Fig. 1: run 1, M2 wires
Scale: 2 px per um.
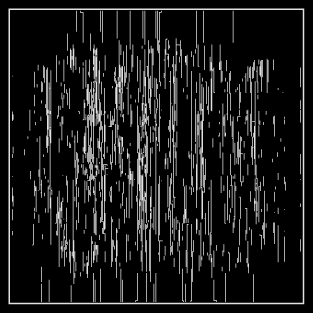
Fig. 2: run 1, where the registers sit
Scale: 2 px per um. Other sequential cells in the stronger gray, the rest of the logic in the fainter gray.
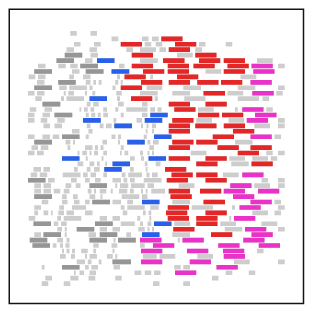
Fig. 3: run 1, congestion heat map
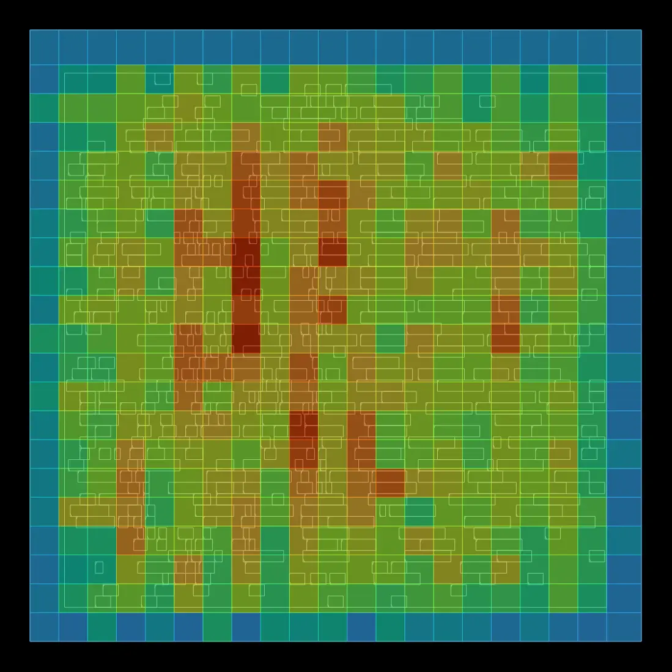
==> config.mk <==
export PLATFORM = sky130hd
export DESIGN_NAME = sm83_fetch_queue
export DESIGN_NICKNAME = d
export VERILOG_FILES = /design/src/rtl/sm83_fetch_queue.sv
export SDC_FILE = /design/constraint.sdc
export NUM_CORES = 1
export LEC_CHECK = 0
export CELL_PAD_IN_SITES_DETAIL_PLACEMENT = 1
export CELL_PAD_IN_SITES_GLOBAL_PLACEMENT = 1
export CORE_MARGIN = 8
export CORE_UTILIZATION = 35
export DETAILED_ROUTE_END_ITERATION = 16
export HOLD_SLACK_MARGIN = 0.15
export PLACE_DENSITY_LB_ADDON = 0.1
export SYNTH_ARGS = -nofsm -noshare
export SYNTH_HDL_FRONTEND = slang
export SYNTH_SLANG_ARGS = --single-unit
==> constraint.sdc <==
create_clock -name clk -period 2.5 [get_ports clk]
set_input_delay 0.25 -clock clk [delete_from_list [all_inputs] [get_ports clk]]
set_output_delay 0.25 -clock clk [all_outputs]
set_load 0.005 [all_outputs]
==> src/rtl/sm83_fetch_queue.sv <==
// SM83 instruction prefetch queue: single-outstanding memory fetcher feeding a DEPTH-entry byte FIFO.
// Optional FETCHQ_BYPASS_EN: presents a returning byte combinationally when the queue is empty.
module sm83_fetch_queue #(
    parameter int                DEPTH    = 4,
    parameter int                ADDR_W   = 16,
    parameter int                DATA_W   = 8,
    parameter logic [ADDR_W-1:0] RESET_PC = '0
) (
    input  logic                       clk,
    input  logic                       rst_n,
    output logic                       mem_req,
    output logic [ADDR_W-1:0]          mem_addr,
    input  logic                       mem_ack,
    input  logic [DATA_W-1:0]          mem_rdata,
    input  logic                       redirect,
    input  logic [ADDR_W-1:0]          redirect_pc,
    input  logic                       deq,
    output logic                       q_valid,
    output logic [DATA_W-1:0]          q_data,
    output logic [ADDR_W-1:0]          q_pc,
    output logic [$clog2(DEPTH):0]     q_count,
    output logic [1:0]                 dbg_state
);

    localparam int PW = $clog2(DEPTH);
    localparam int CW = PW + 1;
    localparam logic [CW-1:0] DEPTH_C = CW'(DEPTH);

    // Handshake: a fetch is outstanding while mem_req=1; mem_ack=1 completes it in that same
    // cycle with mem_rdata valid, and mem_addr stays put until then.
    typedef enum logic [1:0] {
        IDLE = 2'd0,
        REQ  = 2'd1,
        DROP = 2'd2
    } state_t;

    state_t            state, state_nx;
    logic [ADDR_W-1:0] fetch_pc, fetch_pc_nx;
    logic [ADDR_W-1:0] drop_pc, drop_pc_nx;
    logic [DATA_W-1:0] data_mem [DEPTH];
    logic [ADDR_W-1:0] pc_mem   [DEPTH];
    logic [PW-1:0]     wr_ptr, rd_ptr;
    logic [CW-1:0]     count, count_nx;
    logic              valid_r;
    logic              ack_in_req, bypass_hit, push, pop;

    assign ack_in_req = (state == REQ) && mem_ack;

`ifdef FETCHQ_BYPASS_EN
    assign bypass_hit = ack_in_req && !redirect && (count == '0);
`else
    assign bypass_hit = 1'b0;
`endif

    // Redirect wins over both queue operations; a bypassed byte taken by deq never enters the queue.
    assign pop  = deq && valid_r && !redirect;
    assign push = ack_in_req && !redirect && !(bypass_hit && deq);

    always_comb begin
        count_nx = count;
        if (redirect)
            count_nx = '0;
        else if (push && !pop)
            count_nx = count + 1'b1;
        else if (pop && !push)
            count_nx = count - 1'b1;
    end

    always_comb begin
        state_nx    = state;
        fetch_pc_nx = fetch_pc;
        drop_pc_nx  = drop_pc;
        case (state)
            IDLE: begin
                if (redirect)
                    fetch_pc_nx = redirect_pc;
                else if (count_nx < DEPTH_C)
                    state_nx = REQ;
            end
            REQ: begin
                if (redirect) begin
                    fetch_pc_nx = redirect_pc;
                    if (mem_ack) begin
                        state_nx = IDLE;
                    end else begin
                        // Memory still owes us the stale byte: park its address and swallow it.
                        drop_pc_nx = fetch_pc;
                        state_nx   = DROP;
                    end
                end else if (mem_ack) begin
                    fetch_pc_nx = fetch_pc + 1'b1;
                    if (!(count_nx < DEPTH_C))
                        state_nx = IDLE;
                end
            end
            DROP: begin
                if (redirect)
                    fetch_pc_nx = redirect_pc;
                if (mem_ack)
                    state_nx = IDLE;
            end
            default: state_nx = IDLE;
        endcase
    end

    always_ff @(posedge clk or negedge rst_n) begin
        if (!rst_n) begin
            state    <= IDLE;
            fetch_pc <= RESET_PC;
            drop_pc  <= RESET_PC;
            wr_ptr   <= '0;
            rd_ptr   <= '0;
            count    <= '0;
            valid_r  <= 1'b0;
        end else begin
            state    <= state_nx;
            fetch_pc <= fetch_pc_nx;
            drop_pc  <= drop_pc_nx;
            count    <= count_nx;
            valid_r  <= (count_nx != '0);
            if (redirect) begin
                wr_ptr <= '0;
                rd_ptr <= '0;
            end else begin
                if (push)
                    wr_ptr <= wr_ptr + 1'b1;
                if (pop)
                    rd_ptr <= rd_ptr + 1'b1;
            end
        end
    end

    always_ff @(posedge clk) begin
        if (push) begin
            data_mem[wr_ptr] <= mem_rdata;
            pc_mem[wr_ptr]   <= fetch_pc;
        end
    end

    assign mem_req   = (state != IDLE);
    assign mem_addr  = (state == DROP) ? drop_pc : fetch_pc;
    assign q_valid   = valid_r | bypass_hit;
    assign q_data    = bypass_hit ? mem_rdata : data_mem[rd_ptr];
    assign q_pc      = bypass_hit ? fetch_pc : pc_mem[rd_ptr];
    assign q_count   = count;
    assign dbg_state = state;

endmodule

==> run_results.csv, run 1 <==
group,metric,value,unit
status,outcome,"finished, final reports clean",
final_layout,area_growth,29.1,%
final_timing,tns,0,ps
clock_network,clock_sinks,138,
final_layout,finalNonFillerCells,696,
final_layout,layout-drive-gt1-share,23.3,%
routing,routed_wl,14.1,mm
global_routing,vias_in_the_first_global_route,3935,
routing,remaining_drc_errors,0,
power,power_top_consumer,"sequential cells",
routing,final_antenna_net_count,0,
setup_path,path_buffers,2,
synthesis,synth_async_sr_flop_share,30.4,%
power,switching_share,27.3,%
setup_path,max_stage_delay,570,ps
placed_design,finalWeightedCongestion,0.781,
synthesis,synth.area.top_cells,"edfxtp_1, dfrtp_1, mux4_2",
setup_path,crit_arrival,2130,ps
placed_design,placed_cell_area,0.00704,sq mm
synthesis,ys.warnings.count,0,
synthesis,synth.largest_area_cell,"edfxtp_1",
final_timing,min_cycle_time_layout,2380,ps
floorplanning,die_width,146,um
global_routing,grt_antenna_before_repair,0,
floorplanning,floorplanUtilization,35.8,%
floorplanning,die_h,146,um
power,power_per_cell_area,1000,mW/mm^2
final_timing,postLayoutSetupSlackWorst,121,ps
final_timing,highest_achievable_clock_rate,420,MHz
synthesis,synth_largest_type_area_fraction,48.5,%
power,seq_cell_power,3.23,mW
placed_design,dpl.cell_count,663,
## Picture notes: Fig. 1
nets with wire on the layer	450
wire length on this layer	6,610 um
share of all routed wire	47%

## Picture notes: Fig. 2
netlist name	color	flops
data_mem	magenta	32
fetch_pc	blue	16
pc_mem	red	64
not colored	26

## Picture notes: Fig. 3
met1 usage in global routing: 18.0%
GR Util All Layers: 13.9%
global-route track usage on met3: 4.42%

[run 1: cell type report]
type                            instances  area [sq um]
Clock buffer                           17           425
Clock inverter                         15           196
Fill cell                            1633          8910
Inverter                                7          26.3
Multi-Input combinational cell        205          1850
Sequential cell                       138          3940
Tap cell                              220           275
Timing Repair Buffer                   94           970
[run 1: cell families (layout without fill, tap and decap cells)]
kind of cell	count (synthesis)	in the layout	synth area share, %
AOI/OAI and AO/OA	63	63	6.97
adders and majority gates	8	8	1.66
DFF	138	138	66.2
xor gates and xnor gates	5	5	0.737
muxes	57	57	15.3
buffers and inverters	32	133	2.84
and+or+nand+nor	72	72	6.34
[run 1: worst reg2reg max path, delay by kind of cell (launching register included)]
family,cells,cell delay (ps)
flip-flops,1,570
AND/OR/NAND/NOR,2,510
AND-OR/OR-AND,1,470
adder cells (fa/ha/maj),1,330
[run 1: layout by cell type (no fill, tap or decap), drive strengths merged, types with 5 or more instances in the layout]
| cell type | instances |
|---|---|
| nand3 | 7 |
| mux2 | 30 |
| clkinv | 6 |
| inv | 10 |
| nor2 | 13 |
| edfxtp | 96 |
| dfrtp | 42 |
| a21oi | 22 |
| buf | 19 |
| clkbuf | 17 |
| o21ai | 9 |
| nand4 | 5 |
| o22ai | 5 |
| ha | 7 |
| clkdlybuf4s50 | 74 |
| mux4 | 24 |
| nand2 | 17 |
| and3 | 5 |
[run 1: routing by layer]
| layer | part of all wire (%) | global-route usage, % | vias up |
|---|---|---|---|
| li1 | - | - | 1636 |
| met5 | 0 | 0 | - |
| met3 | 5.7 | 4.42 | 14 |
| met1 | 46 | 18.0 | 1853 |
| met2 | 47 | 21.4 | 93 |
| met4 | 1.7 | 5.51 | 0 |
--- run 2 (diff from run 1) ---
--- a/config.mk
+++ b/config.mk
@@ -9,6 +9,7 @@
 export CELL_PAD_IN_SITES_GLOBAL_PLACEMENT = 1
 export CORE_MARGIN = 8
 export CORE_UTILIZATION = 35
+export CTS_CLUSTER_SIZE = 8
 export DETAILED_ROUTE_END_ITERATION = 16
 export HOLD_SLACK_MARGIN = 0.15
 export PLACE_DENSITY_LB_ADDON = 0.1
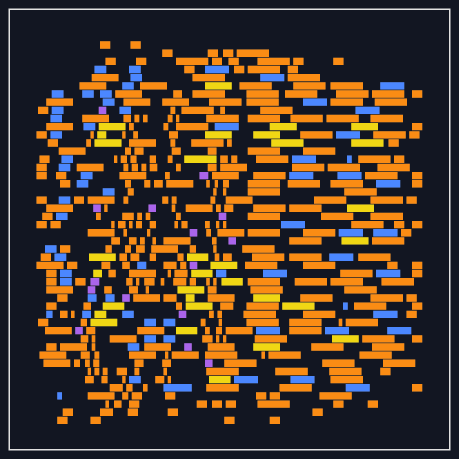
Fig. 4. Cell sizes after repair (run 2).
Scale: 3 px per um.
size	color	cells	most used
_6 and larger	yellow	31	clkbuf_16
_0 and _1 cells	orange	365	edfxtp_1
_3 and _4 cells	purple	15	buf_4
_2 cells	blue	65	mux2_2

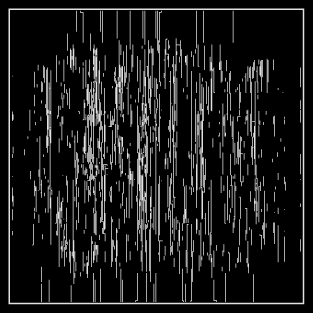
Fig. 5. M2 wires (run 2).
Scale: 2 px per um.
share of all routed wire	47%
longest straight run	60.2 um
wire length on this layer	6,610 um

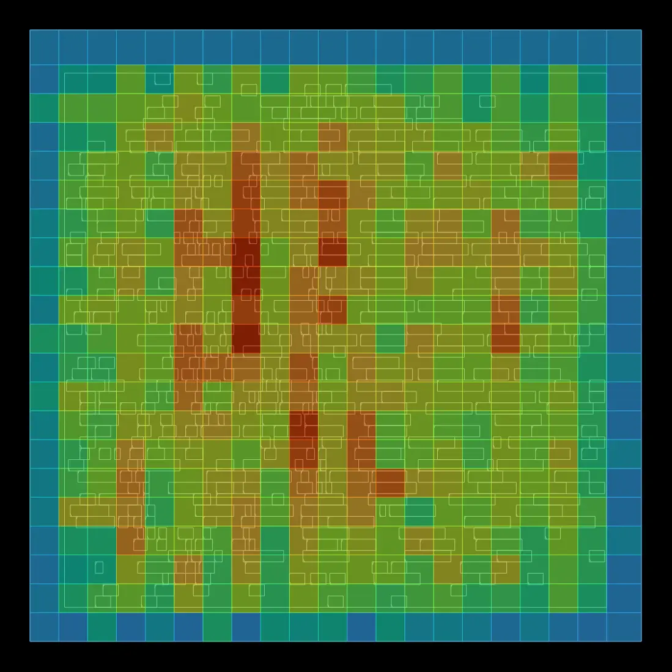
Fig. 6. Congestion heat map (run 2).
highest-utilization routing layer at the global route stage: met2
final design utilization: 46.3%
WL/cell: 20.2 um
met2 demand-to-capacity share in global routing: 21.4%

==> run 2 against run 1 <==
  * Wire length stayed put
  * First-iteration DRC count did not move
  * Die size did not move
  * Cell count unchanged
  * Combinational power barely moved
  * Via count stayed put
  * Sequential cell count stayed put
  * Maximum frequency is the same
==> run_results.csv, run 2 <==
group,metric,value,unit
placed_design,placed_cell_area,0.00704,sq mm
power,switching_share,27.3,%
routing,final_antenna_net_count,0,
synthesis,synth_largest_type_area_fraction,48.5,%
synthesis,synth.largest_area_cell,"edfxtp_1",
synthesis,synth_async_sr_flop_share,30.4,%
floorplanning,chip_area,0.0214,sq mm
final_timing,tns,0,ps
global_routing,vias_in_the_first_global_route,3935,
routing,detail_route.wirelength.met1,6.41,mm
power,power_per_cell_area,1000,mW/mm^2
global_routing,grt_antenna_before_repair,0,
final_layout,layout-drive-gt1-share,23.3,%
routing,wl_met2,6.61,mm
routing,routed-wl-met3,795,um
routing,route.vias.total,3596,
global_routing,track_usage,13.9,%
clock_network,clock_sinks,138,
final_timing,highest_achievable_clock_rate,420,MHz
power,seq_cell_power,3.23,mW
floorplanning,floorplanUtilization,35.8,%
routing,top_signal_layer_used,"met4",
floorplanning,die_h,146,um
final_layout,layout.cells.most_common_list,"edfxtp_1, clkdlybuf4s50_1, dfrtp_1",
final_timing,postLayoutSetupSlackWorst,121,ps
status,outcome,"finished, final reports clean",
floorplanning,die_width,146,um
routing,routed_wl,14.1,mm
final_timing,min_cycle_time_layout,2380,ps
placed_design,dpl.cell_count,663,
[run 2: cell counts after synthesis]
Identical to the previous run, type by type.
[run 2: repair_timing]
item,CTS,global route
hold endpoints to repair,18,0
endpoints found under the setup margin,11,7
gates resized,1,1
hold buffers,1,0
[run 2: cell type report]
cell class                      count  area (sq um)
Clock buffer                       17           425
Tap cell                          220           275
Fill cell                        1633          8910
Inverter                            7          26.3
Sequential cell                   138          3940
Multi-Input combinational cell    205          1850
Clock inverter                     15           196
Timing Repair Buffer               94           970
[run 2: worst paths after layout]
| check | startpoint | endpoint | slack, ps | cells after the start |
|---|---|---|---|---|
| max reg2reg | fetch_pc[0] | fetch_pc[14] | 530 | 4 |
| min in group clk | redirect_pc[1] | fetch_pc[1] | 430 | 3 |
| max in group asynchronous | rst_n | drop_pc[10] | 1580 | 3 |
| max | rd_ptr[0] | q_pc[6] | 120 | 3 |
| min | rst_n | q_valid | 330 | 2 |
| min reg2reg | drop_pc[4] | drop_pc[4] | 500 | 1 |
[run 2: cells by family (layout without fill, tap and decap cells)]
| group | Yosys count | in the layout | synth area share [%] |
|---|---|---|---|
| flops | 138 | 138 | 66.2 |
| simple gates | 72 | 72 | 6.34 |
| compound gates | 63 | 63 | 6.97 |
| mux | 57 | 57 | 15.3 |
| buf+inv | 32 | 133 | 2.84 |
| fa+ha+maj | 8 | 8 | 1.66 |
| xor+xnor | 5 | 5 | 0.737 |
[run 2: per-layer routing]
layer	global-route usage [%]	vias to the layer above
li1	-	1636
met1	18.0	1853
met2	21.4	93
met3	4.42	14
met4	5.51	0
met5	0	-
[run 2: worst reg2reg max path: cells and delay by family (launching register included)]
| kind | cells | cell delay (ps) |
|---|---|---|
| simple gates | 2 | 510 |
| fa+ha+maj | 1 | 330 |
| compound gates | 1 | 470 |
| flops | 1 | 570 |
Power and IR drop assume default switching activity.
